[src/rtl/usb_bus_ctrl.sv]
// -----------------------------------------------------------------------------
// usb_bus_ctrl
//
// Half-duplex direction controller for the shared USB dp/dn pair. Sits between
// the SIE, phy_rx and phy_tx, and decides who owns the bus:
//   - gates phy_rx through rx_en_o (receiver enabled whenever we are not
//     transmitting),
//   - holds off a transmit grant until the inter-packet delay after a received
//     EOP has elapsed,
//   - times out when a response expected after our transmission never arrives.
// All timing is in 12 MHz bit times, BIT_SAMPLES clk_i cycles per bit.
//
// Optional feature macro: USB_BUS_CTRL_ERR_CNT_EN
//   defined   : err_cnt_o is an 8-bit saturating count of receive-error exits
//               and response timeouts, cleared only by rst_i.
//   undefined : err_cnt_o is tied to zero, no counter flops.
//
// Parameters
//   BIT_SAMPLES  clk_i cycles per USB bit time
//   IPD_BITS     inter-packet delay (bit times) from received EOP to tx grant
//   TIMEOUT_BITS response timeout (bit times) from end of our transmission
//
// Ports
//   clk_i, rst_i   clock, asynchronous active-high reset
//   rx_valid_i     phy_rx: packet data in progress
//   rx_ready_i     phy_rx: status strobe (EOP when !rx_valid_i && !rx_err_i)
//   rx_err_i       phy_rx: receive error qualifier for rx_ready_i
//   usb_reset_i    phy_rx: bus reset detected
//   rx_en_o        enable to phy_rx
//   tx_req_i       SIE transmit request (level)
//   wait_rx_i      SIE expects a response; sampled with tx_done_i
//   tx_done_i      phy_tx: one-cycle pulse when its EOP has been sent
//   tx_grant_o     SIE/phy_tx may drive the bus
//   timeout_o      one-cycle pulse on response timeout
//   err_cnt_o      error/timeout count (see macro above)
//   state_o        debug view of the state register:
//                  0 IDLE, 1 RX, 2 IPD, 3 TX, 4 WAIT, 5 RST
//
// Transmit handshake: tx_req_i is a level request that the SIE holds until it
// sees tx_grant_o high; tx_grant_o then stays high until the cycle after
// tx_done_i (or a bus reset), independent of tx_req_i.
// -----------------------------------------------------------------------------
module usb_bus_ctrl #(
  parameter int BIT_SAMPLES  = 4,
  parameter int IPD_BITS     = 2,
  parameter int TIMEOUT_BITS = 18
) (
  input  logic       clk_i,
  input  logic       rst_i,
  input  logic       rx_valid_i,
  input  logic       rx_ready_i,
  input  logic       rx_err_i,
  input  logic       usb_reset_i,
  output logic       rx_en_o,
  input  logic       tx_req_i,
  input  logic       wait_rx_i,
  input  logic       tx_done_i,
  output logic       tx_grant_o,
  output logic       timeout_o,
  output logic [7:0] err_cnt_o,
  output logic [2:0] state_o
);

  localparam int CNT_W = $clog2(TIMEOUT_BITS * BIT_SAMPLES + 1);
  localparam logic [CNT_W-1:0] IPD_LAST = CNT_W'(IPD_BITS * BIT_SAMPLES - 1);
  localparam logic [CNT_W-1:0] TO_LAST  = CNT_W'(TIMEOUT_BITS * BIT_SAMPLES - 1);

  typedef enum logic [2:0] {
    ST_IDLE = 3'd0,
    ST_RX   = 3'd1,
    ST_IPD  = 3'd2,
    ST_TX   = 3'd3,
    ST_WAIT = 3'd4,
    ST_RST  = 3'd5
  } state_t;

  state_t           state_q;
  state_t           state_d;
  logic [CNT_W-1:0] cnt_q;
  logic             timeout_d;
  logic             rx_eop;
  logic             rx_error;

  assign rx_eop   = rx_ready_i & ~rx_valid_i & ~rx_err_i;
  assign rx_error = rx_ready_i & rx_err_i;

  // Next-state decode. Bus reset outranks everything, including an active
  // transmission, which is simply abandoned.
  always_comb begin
    state_d   = state_q;
    timeout_d = 1'b0;
    if (usb_reset_i) begin
      state_d = ST_RST;
    end else begin
      case (state_q)
        ST_RST: state_d = ST_IDLE;
        ST_IDLE: begin
          if (rx_valid_i)    state_d = ST_RX;
          else if (tx_req_i) state_d = ST_TX;
        end
        ST_RX: begin
          if (rx_eop)        state_d = ST_IPD;
          else if (rx_error) state_d = ST_IDLE;
        end
        ST_IPD: begin
          if (rx_valid_i)               state_d = ST_RX;
          else if (cnt_q == IPD_LAST)   state_d = ST_IDLE;
        end
        ST_TX: begin
          // Receive inputs are ignored while we own the bus.
          if (tx_done_i) state_d = wait_rx_i ? ST_WAIT : ST_IDLE;
        end
        ST_WAIT: begin
          // A response arriving on the final count wins over the timeout.
          if (rx_valid_i) begin
            state_d = ST_RX;
          end else if (cnt_q == TO_LAST) begin
            state_d   = ST_IDLE;
            timeout_d = 1'b1;
          end
        end
        default: state_d = ST_IDLE;
      endcase
    end
  end

  // State, timer and registered outputs. Outputs are decoded from the next
  // state so they line up with state_q after each edge.
  always_ff @(posedge clk_i or posedge rst_i) begin
    if (rst_i) begin
      state_q    <= ST_IDLE;
      cnt_q      <= '0;
      rx_en_o    <= 1'b1;
      tx_grant_o <= 1'b0;
      timeout_o  <= 1'b0;
    end else begin
      state_q <= state_d;
      if (state_d != state_q) begin
        cnt_q <= '0;
      end else if (state_q == ST_IPD || state_q == ST_WAIT) begin
        cnt_q <= cnt_q + CNT_W'(1);
      end
      rx_en_o    <= (state_d != ST_TX);
      tx_grant_o <= (state_d == ST_TX);
      timeout_o  <= timeout_d;
    end
  end

  assign state_o = state_q;

`ifdef USB_BUS_CTRL_ERR_CNT_EN
  logic [7:0] err_cnt_q;
  logic       err_event;

  // A receive error only counts when it actually causes the RX exit, i.e.
  // when a bus reset is not taking priority in the same cycle.
  assign err_event = (~usb_reset_i & (state_q == ST_RX) & rx_error) | timeout_d;

  always_ff @(posedge clk_i or posedge rst_i) begin
    if (rst_i) begin
      err_cnt_q <= 8'd0;
    end else if (err_event && err_cnt_q != 8'hFF) begin
      err_cnt_q <= err_cnt_q + 8'd1;
    end
  end

  assign err_cnt_o = err_cnt_q;
`else
  assign err_cnt_o = 8'd0;
`endif

endmodule

[config.mk]
export PLATFORM = sky130hd
export DESIGN_NAME = usb_bus_ctrl
export DESIGN_NICKNAME = d
export VERILOG_FILES = /design/src/rtl/usb_bus_ctrl.sv
export SDC_FILE = /design/constraint.sdc
export NUM_CORES = 1
export LEC_CHECK = 0
export CAP_MARGIN = 20
export CORE_MARGIN = 2
export CORE_UTILIZATION = 38
export CTS_CLUSTER_DIAMETER = 50
export DETAILED_ROUTE_END_ITERATION = 8
export GPL_ROUTABILITY_DRIVEN = 0
export GPL_TIMING_DRIVEN = 1
export PLACE_DENSITY = 0.61
export SYNTH_ARGS = -nofsm -noshare
export SYNTH_HDL_FRONTEND = slang
export SYNTH_SLANG_ARGS = --single-unit
[constraint.sdc]
create_clock -name clk_i -period 2.5 [get_ports clk_i]
set_input_delay 0.5 -clock clk_i [delete_from_list [all_inputs] [get_ports clk_i]]
set_output_delay 0.5 -clock clk_i [all_outputs]
set_load 0.02 [all_outputs]
met1.png
The bar under the picture is 20 µm long. Supply wires on this layer in gray.
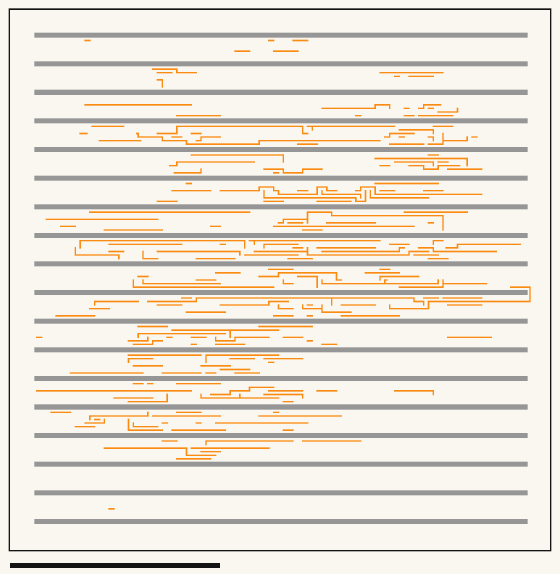
main direction	horizontal
share of all routed wire	52%
wire length on this layer	872 µm
longest straight run	20.7 µm
vias post-DR: 686
met1 GRT Util: 0.199
Final Routed Wirelength: 1670 µm

met2.png
The bar under the picture is 20 µm long.
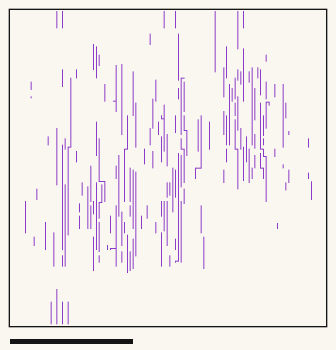
share of all routed wire	43%
longest straight run	17.5 µm
M2 GR Usage: 0.190

met3.png
Cells faint in the background.
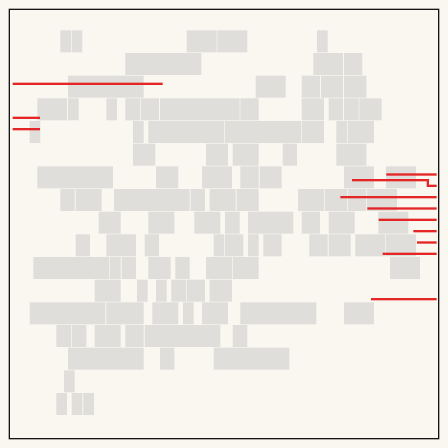
wire length on this layer	84.4 µm
main direction	horizontal
longest straight run	17.7 µm
share of all routed wire	5.0%
met3 Usage GRT: 0.0234

clock_map.png
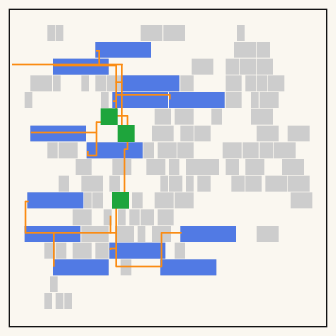
[clock wires] orange | length: 157 µm
[flip-flops] blue | count: 13
[cells driving clock nets] green | count: 3
routed clock nets	4

final_congestion.png
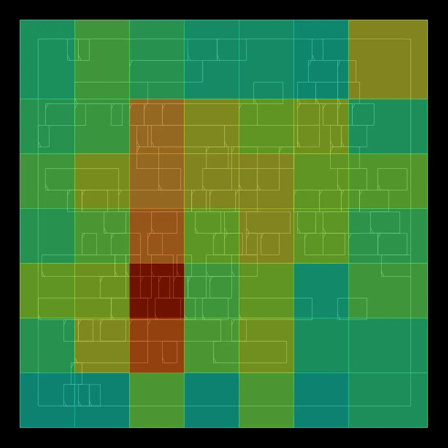
GRT Max-Usage Layer: met1
Finished Core Util: 0.464
Avg WL per Cell: 12.5 µm
All-Layer GR Usage: 0.134

==> flow_metrics.tcl <==
# metrics dict for downstream scripts
set metrics [dict create \
    outcome "completed" \
    dp_hpwl_um 1180 \
    post_cts_buffers 0 \
    area_leaders "dfrtp_1, buf_4, xnor2_1" \
    dr_wl_met3_um 84 \
    cts_buffers 3 \
    drtAntennaViolNets 0 \
    layout_min_cycle_time_ns 2.16 \
    drc 0 \
    slew_headroom 0.599 \
    tool_warnings 26 \
    first_pass_iters 2 \
    regMostFlops "cnt_q" \
    vias_per_cell 5.12 \
    max_freq_mhz 462 \
    highest_layer "met3" \
    htree_levels 1 \
    drtIter0Drc 11 \
    clk_latency_ns 0.26 \
    wl_met2_um 717 \
    fin_nets 117 \
    crit_type "register to primary output" \
    largest_reg_flops 7 \
    yosys_area_um2 852 \
    r2r_cells 4 \
    p_per_area_nw_per_um2 446 \
    skew_ns 0.000239 \
    overflow 0 \
    start_kind "register" \
    rows 17 \
]
==> power breakdown <==
group          internal, mW  total [mW]  leakage (nW)  switching (mW)
clock                0.0616       0.124        0.0150          0.0623
combinational        0.0416      0.0955         0.212          0.0539
sequential            0.215       0.230         0.172          0.0148
total                 0.319       0.450         0.399           0.131
==> kinds of logic after synthesis <==
family                     synth area share
buffers and inverters                 0.107
other                               0.00440
adders and majority gates            0.0147
DFF                                   0.383
xor gates and xnor gates             0.0720
muxes                                0.0117
AOI/OAI and AO/OA                     0.123
and+or+nand+nor                       0.283
==> stage by stage <==
stage,worst slack (ns),hold slack (ns),cell area [µm²]
final,0.337,0.548,1010
after global routing,0.274,0.612,1010
after CTS,0.341,0.554,1010
after detailed placement,0.303,0.560,981
after global placement,0.305,0.560,981
after floorplan,0.804,0.376,878
Power and IR drop assume default switching activity.
